==> images/congestion.png <==
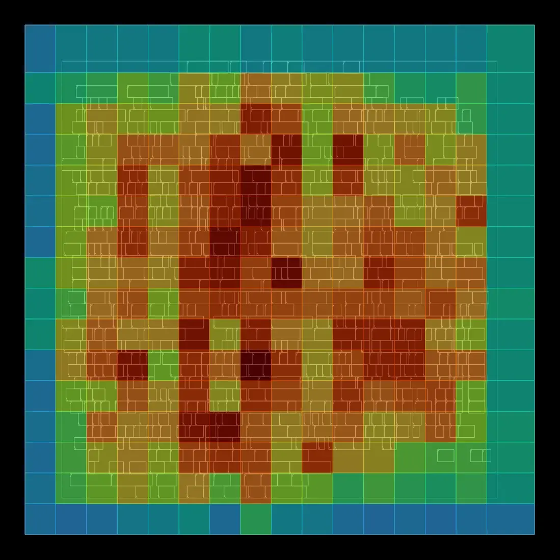
==> images/clk_routes.png <==
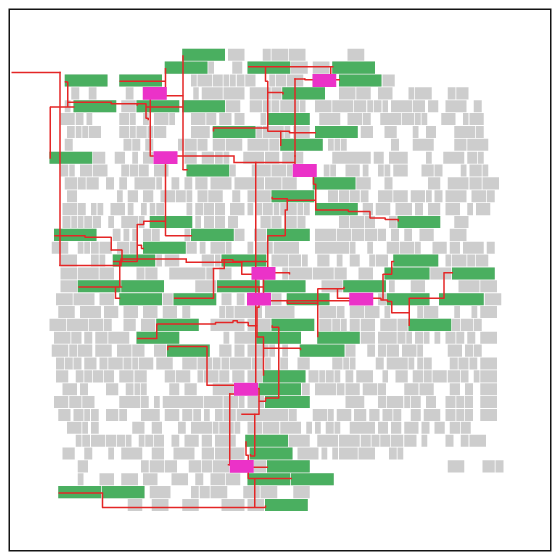
==> images/wires.png <==
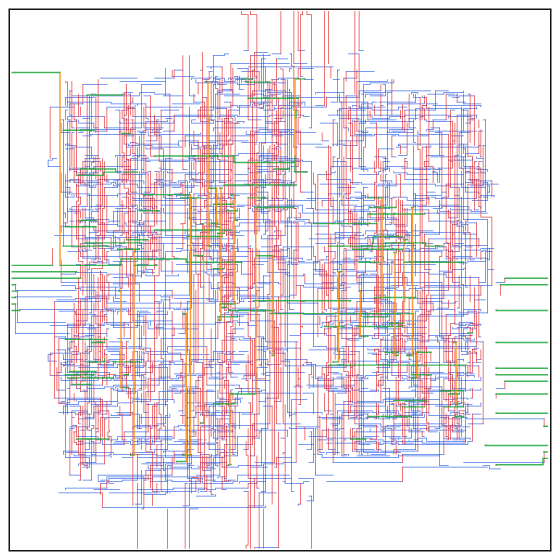
==> src/rtl/char_motion_ctrl_if.sv <==
// Game-side bundle for char_motion_ctrl: tick, buttons and collision in; character pose out.
// Master drives the inputs and reads the pose. Slave is the motion controller.
interface char_motion_ctrl_if #(
    parameter int PHY_WIDTH = 14
);
    logic                 game_tick;
    logic                 left_btn;
    logic                 right_btn;
    logic                 jump_btn;
    logic                 ground_hit;
    logic [PHY_WIDTH-1:0] char_abs_x;
    logic [PHY_WIDTH-1:0] char_abs_y;
    logic                 char_face;
    logic [1:0]           char_state;
    logic [4:0]           charge_lvl;

    modport master (
        output game_tick, left_btn, right_btn, jump_btn, ground_hit,
        input  char_abs_x, char_abs_y, char_face, char_state, charge_lvl
    );

    modport slave (
        input  game_tick, left_btn, right_btn, jump_btn, ground_hit,
        output char_abs_x, char_abs_y, char_face, char_state, charge_lvl
    );
endinterface

==> src/rtl/char_motion_ctrl.sv <==
// Character motion: walk, charge-jump, gravity flight, wall handling and landing, one step per game_tick.
// Define CHAR_WALL_BOUNCE_EN to make airborne wall contact bounce (negate vx, flip face) instead of stopping.
module char_motion_ctrl #(
    parameter int PHY_WIDTH  = 14,
    parameter int X_MIN      = 130,
    parameter int X_MAX      = 550,
    parameter int X_INIT     = 300,
    parameter int Y_FLOOR    = 10,
    parameter int WALK_SPEED = 2,
    parameter int JUMP_VX    = 3,
    parameter int VY_MIN     = 4,
    parameter int MAX_CHARGE = 31,
    parameter int GRAVITY    = 1,
    parameter int MAX_FALL   = 15
) (
    input  logic              sys_clk,
    input  logic              sys_rst_n,
    char_motion_ctrl_if.slave bus
);
    localparam int VW = PHY_WIDTH + 1;
    // Two spare bits so x+vx and y+vy can go out of range and be clamped instead of wrapping.
    localparam int AW = PHY_WIDTH + 2;

    localparam logic signed [AW-1:0] X_MIN_S   = AW'(X_MIN);
    localparam logic signed [AW-1:0] X_MAX_S   = AW'(X_MAX);
    localparam logic signed [AW-1:0] Y_FLOOR_S = AW'(Y_FLOOR);
    localparam logic signed [AW-1:0] WALK_S    = AW'(WALK_SPEED);
    localparam logic [PHY_WIDTH-1:0] X_MIN_U   = PHY_WIDTH'(X_MIN);
    localparam logic [PHY_WIDTH-1:0] X_MAX_U   = PHY_WIDTH'(X_MAX);
    localparam logic [PHY_WIDTH-1:0] X_INIT_U  = PHY_WIDTH'(X_INIT);
    localparam logic [PHY_WIDTH-1:0] Y_FLOOR_U = PHY_WIDTH'(Y_FLOOR);
    localparam logic signed [VW-1:0] JUMP_S    = VW'(JUMP_VX);
    localparam logic signed [VW-1:0] VY_MIN_S  = VW'(VY_MIN);
    localparam logic signed [VW-1:0] GRAV_S    = VW'(GRAVITY);
    localparam logic signed [VW-1:0] FALL_LIM  = VW'(-MAX_FALL);
    localparam logic [4:0]           CHARGE_MAX = 5'(MAX_CHARGE);

    typedef enum logic [1:0] {
        S_IDLE   = 2'd0,
        S_CHARGE = 2'd1,
        S_AIR    = 2'd2,
        S_LAND   = 2'd3
    } state_t;

    function automatic logic [PHY_WIDTH-1:0] clamp_x(input logic signed [AW-1:0] v);
        if (v < X_MIN_S) return X_MIN_U;
        if (v > X_MAX_S) return X_MAX_U;
        return v[PHY_WIDTH-1:0];
    endfunction

    function automatic logic [PHY_WIDTH-1:0] floor_y(input logic signed [AW-1:0] v);
        return (v < Y_FLOOR_S) ? Y_FLOOR_U : v[PHY_WIDTH-1:0];
    endfunction

    logic [1:0] left_sync, right_sync, jump_sync;

    always_ff @(posedge sys_clk or negedge sys_rst_n) begin
        if (!sys_rst_n) begin
            left_sync  <= '0;
            right_sync <= '0;
            jump_sync  <= '0;
        end else begin
            // NOTE: non-blocking so each stage takes the pre-edge value; blocking would merge both stages into one flop.
            left_sync  <= {left_sync[0], bus.left_btn};
            right_sync <= {right_sync[0], bus.right_btn};
            jump_sync  <= {jump_sync[0], bus.jump_btn};
        end
    end

    logic walk_l, walk_r, jump;
    assign walk_l = left_sync[1] & ~right_sync[1];
    assign walk_r = right_sync[1] & ~left_sync[1];
    assign jump   = jump_sync[1];

    state_t                 state, state_nxt;
    logic [PHY_WIDTH-1:0]   x, x_nxt, y, y_nxt;
    logic signed [VW-1:0]   vx, vx_nxt, vy, vy_nxt;
    logic                   face, face_nxt;
    logic [4:0]             charge, charge_nxt;

    logic signed [AW-1:0]   x_ext, x_sum, y_sum, walk_sum;
    logic signed [VW-1:0]   vy_grav;
    logic                   wall_hit, descending;

    assign x_ext      = signed'(AW'(x));
    assign x_sum      = x_ext + AW'(vx);
    assign y_sum      = signed'(AW'(y)) + AW'(vy);
    assign walk_sum   = walk_r ? x_ext + WALK_S : (walk_l ? x_ext - WALK_S : x_ext);
    assign wall_hit   = (x_sum < X_MIN_S) || (x_sum > X_MAX_S);
    assign descending = vy[VW-1] || (vy == '0);
    assign vy_grav    = vy - GRAV_S;

    always_comb begin
        // NOTE: every target gets its hold value first, so no path through the case can infer a latch.
        state_nxt  = state;
        x_nxt      = x;
        y_nxt      = y;
        vx_nxt     = vx;
        vy_nxt     = vy;
        face_nxt   = face;
        charge_nxt = charge;

        if (bus.game_tick) begin
            unique case (state)
                S_IDLE: begin
                    if (!bus.ground_hit && (y > Y_FLOOR_U)) begin
                        state_nxt = S_AIR;
                        vx_nxt    = '0;
                        vy_nxt    = '0;
                    end else if (jump) begin
                        state_nxt  = S_CHARGE;
                        charge_nxt = '0;
                    end else begin
                        x_nxt = clamp_x(walk_sum);
                        if (walk_l)      face_nxt = 1'b0;
                        else if (walk_r) face_nxt = 1'b1;
                    end
                end

                S_CHARGE: begin
                    if (walk_l)      face_nxt = 1'b0;
                    else if (walk_r) face_nxt = 1'b1;
                    if (jump) begin
                        if (charge != CHARGE_MAX) charge_nxt = charge + 5'd1;
                    end else begin
                        state_nxt  = S_AIR;
                        vy_nxt     = VY_MIN_S + signed'(VW'(charge));
                        vx_nxt     = walk_r ? JUMP_S : (walk_l ? -JUMP_S : '0);
                        charge_nxt = '0;
                    end
                end

                S_AIR: begin
                    x_nxt = clamp_x(x_sum);
                    // Landing outranks the wall response, which outranks gravity.
                    if (descending && (bus.ground_hit || (y_sum <= Y_FLOOR_S))) begin
                        state_nxt = S_LAND;
                        y_nxt     = floor_y(y_sum);
                        vx_nxt    = '0;
                        vy_nxt    = '0;
                    end else begin
                        if (wall_hit) begin
`ifdef CHAR_WALL_BOUNCE_EN
                            vx_nxt   = -vx;
                            face_nxt = ~face;
`else
                            vx_nxt   = '0;
`endif
                        end
                        y_nxt  = floor_y(y_sum);
                        vy_nxt = (vy_grav < FALL_LIM) ? FALL_LIM : vy_grav;
                    end
                end

                S_LAND: state_nxt = S_IDLE;

                default: state_nxt = S_IDLE;
            endcase
        end
    end

    always_ff @(posedge sys_clk or negedge sys_rst_n) begin
        if (!sys_rst_n) begin
            state  <= S_IDLE;
            x      <= X_INIT_U;
            y      <= Y_FLOOR_U;
            vx     <= '0;
            vy     <= '0;
            face   <= 1'b1;
            charge <= '0;
        end else begin
            state  <= state_nxt;
            x      <= x_nxt;
            y      <= y_nxt;
            vx     <= vx_nxt;
            vy     <= vy_nxt;
            face   <= face_nxt;
            charge <= charge_nxt;
        end
    end

    assign bus.char_abs_x = x;
    assign bus.char_abs_y = y;
    assign bus.char_face  = face;
    assign bus.char_state = state;
    assign bus.charge_lvl = charge;
endmodule

==> src/flat_wrapper.sv <==
// flat-port wrapper written by rule: the top's interface ports become plain ports
module char_motion_ctrl_flat 
#(
    parameter int PHY_WIDTH  = 14,
    parameter int X_MIN      = 130,
    parameter int X_MAX      = 550,
    parameter int X_INIT     = 300,
    parameter int Y_FLOOR    = 10,
    parameter int WALK_SPEED = 2,
    parameter int JUMP_VX    = 3,
    parameter int VY_MIN     = 4,
    parameter int MAX_CHARGE = 31,
    parameter int GRAVITY    = 1,
    parameter int MAX_FALL   = 15
)
  (sys_clk, sys_rst_n, bus_game_tick, bus_left_btn, bus_right_btn, bus_jump_btn, bus_ground_hit, bus_char_abs_x, bus_char_abs_y, bus_char_face, bus_char_state, bus_charge_lvl);
  char_motion_ctrl_if #(.PHY_WIDTH(PHY_WIDTH)) bus_i ();
  input  logic sys_clk;
  input  logic sys_rst_n;
  input wire logic [$bits(bus_i.game_tick)-1:0] bus_game_tick;
  input wire logic [$bits(bus_i.left_btn)-1:0] bus_left_btn;
  input wire logic [$bits(bus_i.right_btn)-1:0] bus_right_btn;
  input wire logic [$bits(bus_i.jump_btn)-1:0] bus_jump_btn;
  input wire logic [$bits(bus_i.ground_hit)-1:0] bus_ground_hit;
  output wire logic [$bits(bus_i.char_abs_x)-1:0] bus_char_abs_x;
  output wire logic [$bits(bus_i.char_abs_y)-1:0] bus_char_abs_y;
  output wire logic [$bits(bus_i.char_face)-1:0] bus_char_face;
  output wire logic [$bits(bus_i.char_state)-1:0] bus_char_state;
  output wire logic [$bits(bus_i.charge_lvl)-1:0] bus_charge_lvl;
  assign bus_i.game_tick = bus_game_tick;
  assign bus_i.left_btn = bus_left_btn;
  assign bus_i.right_btn = bus_right_btn;
  assign bus_i.jump_btn = bus_jump_btn;
  assign bus_i.ground_hit = bus_ground_hit;
  assign bus_char_abs_x = bus_i.char_abs_x;
  assign bus_char_abs_y = bus_i.char_abs_y;
  assign bus_char_face = bus_i.char_face;
  assign bus_char_state = bus_i.char_state;
  assign bus_charge_lvl = bus_i.charge_lvl;
  char_motion_ctrl #(.PHY_WIDTH(PHY_WIDTH), .X_MIN(X_MIN), .X_MAX(X_MAX), .X_INIT(X_INIT), .Y_FLOOR(Y_FLOOR), .WALK_SPEED(WALK_SPEED), .JUMP_VX(JUMP_VX), .VY_MIN(VY_MIN), .MAX_CHARGE(MAX_CHARGE), .GRAVITY(GRAVITY), .MAX_FALL(MAX_FALL)) u_core (.sys_clk(sys_clk), .sys_rst_n(sys_rst_n), .bus(bus_i));
endmodule
==> config.mk <==
export PLATFORM = sky130hd
export DESIGN_NAME = char_motion_ctrl_flat
export DESIGN_NICKNAME = d
export VERILOG_FILES = /design/src/rtl/char_motion_ctrl_if.sv /design/src/rtl/char_motion_ctrl.sv /design/src/flat_wrapper.sv
export SDC_FILE = /design/constraint.sdc
export NUM_CORES = 1
export LEC_CHECK = 0
export ABC_AREA = 0
export CORE_MARGIN = 8
export CORE_UTILIZATION = 60
export DETAILED_ROUTE_END_ITERATION = 6
export PLACE_DENSITY = 0.84
export SKIP_LAST_GASP = 1
export SLEW_MARGIN = 20
export SYNTH_ARGS = -nofsm -noshare
export SYNTH_HDL_FRONTEND = slang
export SYNTH_SLANG_ARGS = --single-unit
==> constraint.sdc <==
create_clock -name sys_clk -period 9.48 [get_ports sys_clk]
set_clock_uncertainty 0.1 [all_clocks]
set_input_delay 1.896 -clock sys_clk [delete_from_list [all_inputs] [get_ports sys_clk]]
set_output_delay 1.896 -clock sys_clk [all_outputs]
set_load 0.02 [all_outputs]
==> out/qor.json <==
{
  "outcome": {"value": "finished clean"},
  "finalMaxSlewViolations": {"value": 0},
  "synth_area_per_cell": {"value": 8.335, "unit": "um2"},
  "ys_area": {"value": 5784, "unit": "um2"},
  "worstPathMaxFanout": {"value": 15},
  "layout-drive-gt1-share": {"value": 7.950, "unit": "%"},
  "p_switching": {"value": 0.001352, "unit": "W"},
  "hpwlAfterDp": {"value": 11.83, "unit": "mm"},
  "detail_route.drc_violations": {"value": 0},
  "coreArea": {"value": 9549, "unit": "um2"},
  "slew_headroom": {"value": 43.26, "unit": "%"},
  "area.growth.synth_to_final": {"value": 10.99, "unit": "%"},
  "dr.pass1.iters": {"value": 5},
  "clockBufferDepth": {"value": 2},
  "fillers": {"value": 821},
  "detail_route.iter0.violations": {"value": 449},
  "first_global_vias": {"value": 5500},
  "clock_sinks": {"value": 60},
  "route.vias.total": {"value": 5634},
  "synth.yosys.num_cells": {"value": 694},
  "top_cell": {"value": "sky130_fd_sc_hd__dfrtp_1"},
  "die-height": {"value": 114.2, "unit": "um"},
  "post_cts.resized_instances": {"value": 0},
  "setup.worst_path.end_class": {"value": "flop"},
  "cts_hold_buf": {"value": 0},
  "syn_nets": {"value": 747},
  "reg_to_reg_setup_timing_slack": {"value": 5330, "unit": "ps"}
}
Notes on congestion.png above:
routed wirelength normalized by instance count: 18.90 um
routing usage on met1: 28.64%
met2 Track Usage GR: 43.65%
overall routing resource usage: 24.75%

Notes on clk_routes.png above:
- green: flip-flops (count 60)
- red: clock wires (length 896 um)
- magenta: clock drivers (count 9)
- routed clock nets: 10

Notes on wires.png above:
- green: metal 3 (wire length 796 um)
- red: metal 2 (wire length 8,020 um)
- blue: metal 1 (wire length 6,660 um)
- orange: metal 4 (wire length 586 um)

-- routing by layer --
layer	global-route usage, %	routed length, um
met1	28.64	6656
met2	43.65	8023
met3	3.797	795
met4	11.98	586
met5	0	0
-- sequential cells by signal, indices dropped and copies added, names as in the netlist --
register               flops
u_core.vy                 15
u_core.bus.char_abs_x     14
u_core.bus.char_abs_y     14
u_core.bus.charge_lvl      5
u_core.vx                  3
u_core.bus.char_state      2
u_core.jump_sync           2
u_core.left_sync           2
u_core.right_sync          2
u_core.bus.char_face       1
-- cells in the final DEF (no fill, tap or decap), types with 25 or more instances in the layout --
cell                              count
sky130_fd_sc_hd__a21oi_1             47
sky130_fd_sc_hd__nor2_1              49
sky130_fd_sc_hd__dfrtp_1             53
sky130_fd_sc_hd__nand3_1             25
sky130_fd_sc_hd__o21ai_0             34
sky130_fd_sc_hd__ha_1                44
sky130_fd_sc_hd__clkdlybuf4s50_1     41
sky130_fd_sc_hd__nand2_1             51
sky130_fd_sc_hd__inv_1               31
-- cell type report --
type | count | area [um2] | area share, %
Tap cell | 133 | 166.4 | 2.592
Clock inverter | 1 | 30.03 | 0.4677
Multi-Input combinational cell | 565 | 3979 | 61.98
Timing Repair Buffer | 45 | 441.7 | 6.880
Clock buffer | 15 | 176.4 | 2.748
Inverter | 31 | 116.4 | 1.813
Sequential cell | 60 | 1510 | 23.52
-- critical path, stage by stage (launching register included) --
cell                      delay [ps]
sky130_fd_sc_hd__dfrtp_1         450
sky130_fd_sc_hd__inv_1           150
sky130_fd_sc_hd__ha_1            220
sky130_fd_sc_hd__nor2b_1         270
sky130_fd_sc_hd__nand2_1         100
sky130_fd_sc_hd__or3_1           420
sky130_fd_sc_hd__nor3_2          280
sky130_fd_sc_hd__nand3_1         140
sky130_fd_sc_hd__nor3_1          390
sky130_fd_sc_hd__xnor2_1         140
sky130_fd_sc_hd__ha_1            440
sky130_fd_sc_hd__inv_1           420
sky130_fd_sc_hd__nand4_1         170
sky130_fd_sc_hd__nor2_1          150
sky130_fd_sc_hd__a31oi_1         110
sky130_fd_sc_hd__o31ai_1          90
-- stage by stage --
stage	setup slack [ps]	std cells	util (%)	area, um2	hold slack, ps
after global routing	5032	850	67.23	6420	257.6
after detailed placement	4503	833	64.95	6202	235.7
after global placement	4716	833	64.95	6202	236.8
after CTS	4867	849	67.11	6409	252.4
after floorplan	5641	694	-	5784	231.2
final	5333	850	67.23	6420	257.1
-- kinds of logic (layout without fill, tap and decap cells) --
| family | count (synthesis) | count (layout) | synth area share, % |
|---|---|---|---|
| AOI/OAI and AO/OA | 236 | 236 | 29.31 |
| xor gates and xnor gates | 36 | 36 | 5.451 |
| adders and majority gates | 46 | 46 | 10.21 |
| buffers and inverters | 69 | 92 | 5.105 |
| DFF | 60 | 60 | 26.11 |
| muxes | 11 | 11 | 2.271 |
| and+or+nand+nor | 236 | 236 | 21.54 |
